**src/rtl/uart_pkg.sv**
```systemverilog
// -----------------------------------------------------------------------------
// uart_pkg
// Shared UART definitions: receiver FSM state encoding, default frame
// parameters and the system clock frequency shared with the baud generator.
// -----------------------------------------------------------------------------
`timescale 1ns/1ps
package uart_pkg;

  localparam int          UART_DATA_BITS  = 8;
  localparam int          UART_OVERSAMPLE = 16;
  localparam int unsigned CLK_HZ          = 150_000_000;

  typedef enum logic [2:0] {
    IDLE   = 3'd0,
    START  = 3'd1,
    DATA   = 3'd2,
    PARITY = 3'd3,
    STOP   = 3'd4
  } uart_state_e;

endpackage

```
**src/rtl/uart_rx_oversample_if.sv**
```systemverilog
// -----------------------------------------------------------------------------
// uart_rx_oversample_if
// Groups the receiver's serial-side inputs and byte-side outputs.
//   rx_tick    : sample strobe from the baud generator (OVERSAMPLE x baud)
//   rx_in      : raw serial line, idle high
//   rx_data    : last good byte
//   rx_valid   : one-clk good-frame strobe
//   frame_err  : one-clk stop-bit-low strobe
//   parity_err : one-clk parity-mismatch strobe
//   rx_busy    : receiver is inside a frame
// Modports: slave = the receiver, master = line/tick source and byte consumer.
// -----------------------------------------------------------------------------
`timescale 1ns/1ps
interface uart_rx_oversample_if
  import uart_pkg::*;
#(
  parameter int DATA_BITS = UART_DATA_BITS
);
  logic                 rx_tick;
  logic                 rx_in;
  logic [DATA_BITS-1:0] rx_data;
  logic                 rx_valid;
  logic                 frame_err;
  logic                 parity_err;
  logic                 rx_busy;

  modport slave (
    input  rx_tick, rx_in,
    output rx_data, rx_valid, frame_err, parity_err, rx_busy
  );

  modport master (
    output rx_tick, rx_in,
    input  rx_data, rx_valid, frame_err, parity_err, rx_busy
  );
endinterface

```
**src/rtl/uart_sync2.sv**
```systemverilog
// -----------------------------------------------------------------------------
// uart_sync2
// Two-flop synchronizer for a single asynchronous bit.
//   clk   : destination clock
//   reset : asynchronous, active-high; both flops load RESET_VAL
//   d     : asynchronous input
//   q     : synchronized output, 2 clk latency
// -----------------------------------------------------------------------------
`timescale 1ns/1ps
module uart_sync2 #(
  parameter logic RESET_VAL = 1'b1
) (
  input  logic clk,
  input  logic reset,
  input  logic d,
  output logic q
);
  logic meta_q;
  logic sync_q;

  always_ff @(posedge clk or posedge reset) begin
    if (reset) begin
      meta_q <= RESET_VAL;
      sync_q <= RESET_VAL;
    end else begin
      meta_q <= d;
      sync_q <= meta_q;
    end
  end

  assign q = sync_q;
endmodule

```
**src/rtl/uart_rx_oversample.sv**
```systemverilog
// -----------------------------------------------------------------------------
// uart_rx_oversample
// Oversampling UART receiver. Synchronizes rx_in, qualifies the start bit at
// mid-bit, shifts DATA_BITS data bits in LSB first, checks the stop bit and
// emits a one-clk rx_valid or error strobe.
// Ports:
//   clk   : system clock (150 MHz)
//   reset : asynchronous, active-high
//   bus   : uart_rx_oversample_if.slave (rx_tick, rx_in in; rx_data,
//           rx_valid, frame_err, parity_err, rx_busy out)
// Optional feature: define UART_RX_PARITY_EN to add an even-parity bit
// between the data bits and the stop bit; otherwise parity_err is tied 0.
// -----------------------------------------------------------------------------
`timescale 1ns/1ps
module uart_rx_oversample
  import uart_pkg::*;
#(
  parameter int DATA_BITS  = UART_DATA_BITS,
  parameter int OVERSAMPLE = UART_OVERSAMPLE
) (
  input  logic                  clk,
  input  logic                  reset,
  uart_rx_oversample_if.slave   bus
);
  localparam int TW = $clog2(OVERSAMPLE);
  localparam int BW = $clog2(DATA_BITS);
  localparam logic [TW-1:0] HALF_M1  = TW'(OVERSAMPLE/2 - 1);
  localparam logic [TW-1:0] FULL_M1  = TW'(OVERSAMPLE - 1);
  localparam logic [BW-1:0] LAST_BIT = BW'(DATA_BITS - 1);

  logic rx_s;

  uart_sync2 #(.RESET_VAL(1'b1)) u_sync (
    .clk   (clk),
    .reset (reset),
    .d     (bus.rx_in),
    .q     (rx_s)
  );

  uart_state_e          state_q,    state_d;
  logic                 armed_q,    armed_d;
  logic [TW-1:0]        tick_cnt_q, tick_cnt_d;
  logic [BW-1:0]        bit_cnt_q,  bit_cnt_d;
  logic [DATA_BITS-1:0] shift_q,    shift_d;
  logic [DATA_BITS-1:0] data_q,     data_d;
  logic                 valid_q,    valid_d;
  logic                 ferr_q,     ferr_d;
  logic                 busy_q,     busy_d;
`ifdef UART_RX_PARITY_EN
  logic                 par_flag_q, par_flag_d;
  logic                 perr_q,     perr_d;
`endif

  always_ff @(posedge clk or posedge reset) begin
    if (reset) begin
      state_q    <= IDLE;
      armed_q    <= 1'b0;
      tick_cnt_q <= '0;
      bit_cnt_q  <= '0;
      shift_q    <= '0;
      data_q     <= '0;
      valid_q    <= 1'b0;
      ferr_q     <= 1'b0;
      busy_q     <= 1'b0;
`ifdef UART_RX_PARITY_EN
      par_flag_q <= 1'b0;
      perr_q     <= 1'b0;
`endif
    end else begin
      state_q    <= state_d;
      armed_q    <= armed_d;
      tick_cnt_q <= tick_cnt_d;
      bit_cnt_q  <= bit_cnt_d;
      shift_q    <= shift_d;
      data_q     <= data_d;
      valid_q    <= valid_d;
      ferr_q     <= ferr_d;
      busy_q     <= busy_d;
`ifdef UART_RX_PARITY_EN
      par_flag_q <= par_flag_d;
      perr_q     <= perr_d;
`endif
    end
  end

  always_comb begin
    state_d    = state_q;
    armed_d    = armed_q;
    tick_cnt_d = tick_cnt_q;
    bit_cnt_d  = bit_cnt_q;
    shift_d    = shift_q;
    data_d     = data_q;
    valid_d    = 1'b0;
    ferr_d     = 1'b0;
`ifdef UART_RX_PARITY_EN
    par_flag_d = par_flag_q;
    perr_d     = 1'b0;
`endif

    if (bus.rx_tick) begin
      unique case (state_q)
        IDLE: begin
          // A start edge only counts once the line has been seen idle-high,
          // so a stuck-low line cannot generate back-to-back frames.
          if (rx_s) begin
            armed_d = 1'b1;
          end else if (armed_q) begin
            state_d    = START;
            tick_cnt_d = '0;
          end
        end
        START: begin
          if (tick_cnt_q == HALF_M1) begin
            tick_cnt_d = '0;
            if (!rx_s) begin
              state_d   = DATA;
              bit_cnt_d = '0;
`ifdef UART_RX_PARITY_EN
              par_flag_d = 1'b0;
`endif
            end else begin
              state_d = IDLE;
            end
          end else begin
            tick_cnt_d = tick_cnt_q + 1'b1;
          end
        end
        DATA: begin
          if (tick_cnt_q == FULL_M1) begin
            tick_cnt_d = '0;
            shift_d    = {rx_s, shift_q[DATA_BITS-1:1]};
            bit_cnt_d  = bit_cnt_q + 1'b1;
            if (bit_cnt_q == LAST_BIT) begin
`ifdef UART_RX_PARITY_EN
              state_d = PARITY;
`else
              state_d = STOP;
`endif
            end
          end else begin
            tick_cnt_d = tick_cnt_q + 1'b1;
          end
        end
`ifdef UART_RX_PARITY_EN
        PARITY: begin
          if (tick_cnt_q == FULL_M1) begin
            tick_cnt_d = '0;
            par_flag_d = (^shift_q) ^ rx_s;
            state_d    = STOP;
          end else begin
            tick_cnt_d = tick_cnt_q + 1'b1;
          end
        end
`endif
        STOP: begin
          if (tick_cnt_q == FULL_M1) begin
            tick_cnt_d = '0;
            state_d    = IDLE;
            if (rx_s) begin
              // Good stop bit re-arms at once so a start bit that directly
              // follows is caught.
              armed_d = 1'b1;
`ifdef UART_RX_PARITY_EN
              if (par_flag_q) begin
                perr_d = 1'b1;
              end else begin
                valid_d = 1'b1;
                data_d  = shift_q;
              end
`else
              valid_d = 1'b1;
              data_d  = shift_q;
`endif
            end else begin
              ferr_d  = 1'b1;
              armed_d = 1'b0;
            end
          end else begin
            tick_cnt_d = tick_cnt_q + 1'b1;
          end
        end
        default: begin
          state_d = IDLE;
        end
      endcase
    end

    busy_d = (state_d != IDLE);
  end

  assign bus.rx_data   = data_q;
  assign bus.rx_valid  = valid_q;
  assign bus.frame_err = ferr_q;
  assign bus.rx_busy   = busy_q;
`ifdef UART_RX_PARITY_EN
  assign bus.parity_err = perr_q;
`else
  assign bus.parity_err = 1'b0;
`endif

endmodule
```
**src/flat_wrapper.sv**
```systemverilog
// flat-port wrapper written by rule: the top's interface ports become plain ports
module uart_rx_oversample_flat import uart_pkg::*;
#(
  parameter int DATA_BITS  = UART_DATA_BITS,
  parameter int OVERSAMPLE = UART_OVERSAMPLE
)
  (clk, reset, bus_rx_tick, bus_rx_in, bus_rx_data, bus_rx_valid, bus_frame_err, bus_parity_err, bus_rx_busy);
  uart_rx_oversample_if #(.DATA_BITS(DATA_BITS)) bus_i ();
  input  logic clk;
  input  logic reset;
  input wire logic [$bits(bus_i.rx_tick)-1:0] bus_rx_tick;
  input wire logic [$bits(bus_i.rx_in)-1:0] bus_rx_in;
  output wire logic [$bits(bus_i.rx_data)-1:0] bus_rx_data;
  output wire logic [$bits(bus_i.rx_valid)-1:0] bus_rx_valid;
  output wire logic [$bits(bus_i.frame_err)-1:0] bus_frame_err;
  output wire logic [$bits(bus_i.parity_err)-1:0] bus_parity_err;
  output wire logic [$bits(bus_i.rx_busy)-1:0] bus_rx_busy;
  assign bus_i.rx_tick = bus_rx_tick;
  assign bus_i.rx_in = bus_rx_in;
  assign bus_rx_data = bus_i.rx_data;
  assign bus_rx_valid = bus_i.rx_valid;
  assign bus_frame_err = bus_i.frame_err;
  assign bus_parity_err = bus_i.parity_err;
  assign bus_rx_busy = bus_i.rx_busy;
  uart_rx_oversample #(.DATA_BITS(DATA_BITS), .OVERSAMPLE(OVERSAMPLE)) u_core (.clk(clk), .reset(reset), .bus(bus_i));
endmodule
```
**config.mk**
```make
export PLATFORM = sky130hd
export DESIGN_NAME = uart_rx_oversample_flat
export DESIGN_NICKNAME = d
export VERILOG_FILES = /design/src/rtl/uart_pkg.sv /design/src/rtl/uart_rx_oversample_if.sv /design/src/rtl/uart_sync2.sv /design/src/rtl/uart_rx_oversample.sv /design/src/flat_wrapper.sv
export SDC_FILE = /design/constraint.sdc
export NUM_CORES = 1
export LEC_CHECK = 0
export CORE_UTILIZATION = 45
export CTS_BUF_LIST = sky130_fd_sc_hd__clkbuf_4
export DETAILED_ROUTE_END_ITERATION = 8
export MAX_ROUTING_LAYER = met4
export PLACE_DENSITY_LB_ADDON = 0.08
export SKIP_LAST_GASP = 1
export SLEW_MARGIN = 20
export SYNTH_ARGS = -nofsm -noshare
export SYNTH_HDL_FRONTEND = slang
export SYNTH_SLANG_ARGS = --single-unit
```
**constraint.sdc**
```tcl
create_clock -name clk -period 2 [get_ports clk]
set_input_delay 0.5 -clock clk [delete_from_list [all_inputs] [get_ports clk]]
set_output_delay 0.5 -clock clk [all_outputs]
set_load 0.03 [all_outputs]
```
==> metrics.yaml <==
status: "finished clean"
drive_above_1_share_pct: 26.5
grtUsageMet2_pct: 24.9
crit_family: "simple AND/OR/NAND/NOR gates"
grt-ovfl-total: 0
crit_type: "reg2reg"
hold_viol_final: 0
path_cells: "ha_1, and3_1, nand2_1, nor2_4, mux2_2"
setup_violations: 0
lay_top_count: "dfrtp_1"
nets: 142
hp-class: "reg2reg"
cp-end-kind: "flop"
async_reset_ff_share_pct: 100
setup_ws_ns: 0.142
place_inst: 172
area_delta_synth_final_pct: 16.5
critPathMaxFanout: 8
fin_cells: 180
logic_area_sq_um: 622
antenna_found_initial: 0
dominant_cells: "registers"
fin_area_sq_um: 1730
synth_seq_share_pct: 54.2
synth_area_per_cell_sq_um: 12.6
tool_warnings: 26
finalClockSkew_ns: 0.00640
finalCritPeriodShare_pct: 92.9
max_freq_mhz: 538
cp_slowest_cell: "dfrtp_1"
fp.dieW_um: 59.4
peakVddDrop_uv: 396
ctsRootBufferMaster: "clkbuf_4"
rows: 20
dpl-instance-area_sq_um: 1650
ys_area_sq_um: 1480
ant_nets: 0
yosysWarnings: 0
htreeDepth: 2
seq_area_sq_um: 803
port_buffers: 14
ff_type: "dfrtp_1"
clkCellAreaFrac_pct: 4.64
yosysCellCount: 118
required_ns: 2.22
cts.clk_slew.worst_paths_ns: 0.10
yosys.area.top_type: "dfrtp_1"
synthTopCellsByCount: "30 x dfrtp_1, 19 x mux2_2, 5 x inv_1, 5 x nor2_1"
hpwl_mm: 1.65
utilization_pct: 56.1
finalCriticalPeriod_ns: 1.86
post_cts_resized: 0
coreArea_sq_um: 3080
path_buffers: 0
post_cts_buffers: 0
cts_tree: "built"
pwr_density_cell_nw_per_um2: 859
die_h_um: 59.4
grt_pass1_wl_mm: 4.12
holdWs_ns: 0.361
syn_nets: 125
diodes: 0
report.final.slew_viol_count: 0
clock_sinks: 32
drt_pass1_iterations: 4
ctsHoldBuffers: 0
setup_tns_ns: 0
place_ws_ns: -0.000713
arrival_ns: 2.07
numSynthFlops: 32
viasPerCell: 5.36
synth_cells: 118
syn_area_sq_um: 1480
inv_count: 5
grt_max_degree: 33
dieArea_sq_um: 3530
critPathMaxStageDelay_ns: 0.41
clock_buffers: 6
sh_comb_area_pct: 36.0
critPathLaunchType: "flop"
grt_pass1_vias: 967
nFillCells: 279
yosysMostFrequentCell: "dfrtp_1"
grt-busiest-layer: "met2"
p_leak_nw: 0.810
-- logic make-up (layout without fill, tap and decap cells) --
group	Yosys count	count (layout)	share of synthesized area, %
DFF	32	32	54.2
other	1	1	0.253
xor gates and xnor gates	1	1	0.591
buffers and inverters	10	28	3.88
and+or+nand+nor	32	32	13.6
muxes	20	20	15.1
AOI/OAI and AO/OA	18	18	9.11
adders and majority gates	4	4	3.29
-- worst paths after layout --
kind	startpoint	to	slack [ns]	depth (start not counted)
max	u_core.tick_cnt_q[0]	u_core.shift_q[5]	0.14	5
min in group asynchronous	reset	u_core.tick_cnt_q[0]	0.54	3
max in group asynchronous	reset	u_core.u_sync.meta_q	1.13	3
min	u_core.u_sync.meta_q	u_core.u_sync.q	0.36	0
min reg2reg	u_core.u_sync.meta_q	u_core.u_sync.q	0.36	0
max reg2reg	u_core.tick_cnt_q[0]	u_core.shift_q[5]	0.14	5
-- per-layer routing --
layer / up-vias / part of all wire, % / wire (um)
met5: - / 0 / 0
met4: 0 / 3.0 / 70
met3: 9 / 3.6 / 86
met2: 16 / 48 / 1140
met1: 484 / 45 / 1070
li1: 456 / - / -
-- worst reg2reg max path, delay by kind of cell, from the launching register on --
family | cells | cell delay (ns)
flip-flops | 1 | 0.41
adder cells (fa/ha/maj) | 1 | 0.23
AND/OR/NAND/NOR | 3 | 0.75
multiplexers | 1 | 0.37
-- report_power, final --
| group | switching [mW] | total [mW] | internal, mW |
|---|---|---|---|
| Sequential | 0.0593 | 0.760 | 0.701 |
| Clock | 0.219 | 0.495 | 0.275 |
| Combinational | 0.126 | 0.227 | 0.101 |
| Total | 0.405 | 1.48 | 1.08 |
m1.png
Drawn at 6 px/um. Supply wires on this layer in gray.
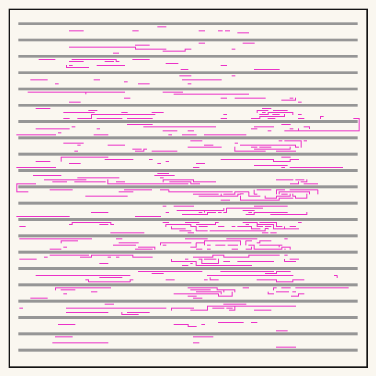
The layer holds 45% of the routed length. The layer carries 1070 um of wire. The longest straight run is 16.6 um. The wires run mostly horizontal. 127 nets have wire on it.
final wirelength: 2.37 mm
via count: 965
met1 Track Usage GR: 19.5%

closeup.png
Window x 15 to 45, y 27 to 57 um. Cells in gray, sequential cells in the stronger gray; small squares are vias.
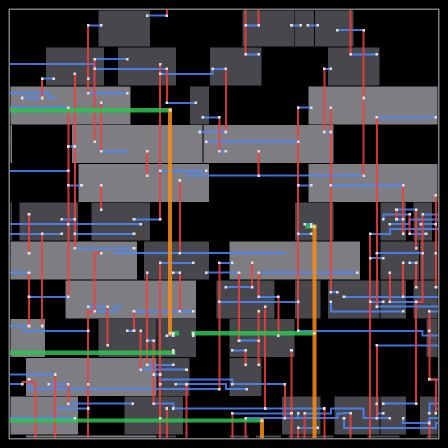
Red stands for M2. Green stands for M3. Orange stands for M4. Blue stands for M1.
Most frequent: dfrtp_1 (11), mux2_2 (7), clkdlybuf4s50_1 (4). 41 logic cells have their middle in the window. Netlist names of flops here include u_core.bit_cnt_q (3), u_core.shift_q (3), u_core.bus.rx_data (2). Sequential cells in the window: 11.

congestion_map.png
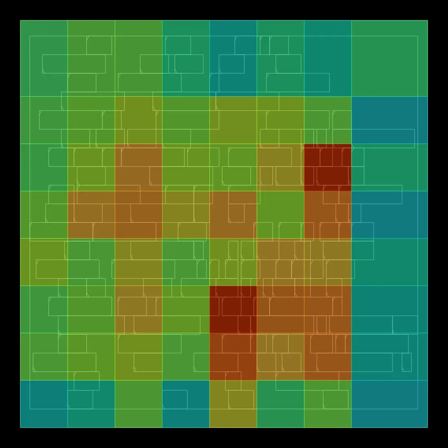
GRT Overall Usage: 17.0%
DR WL/cell: 13.2 um

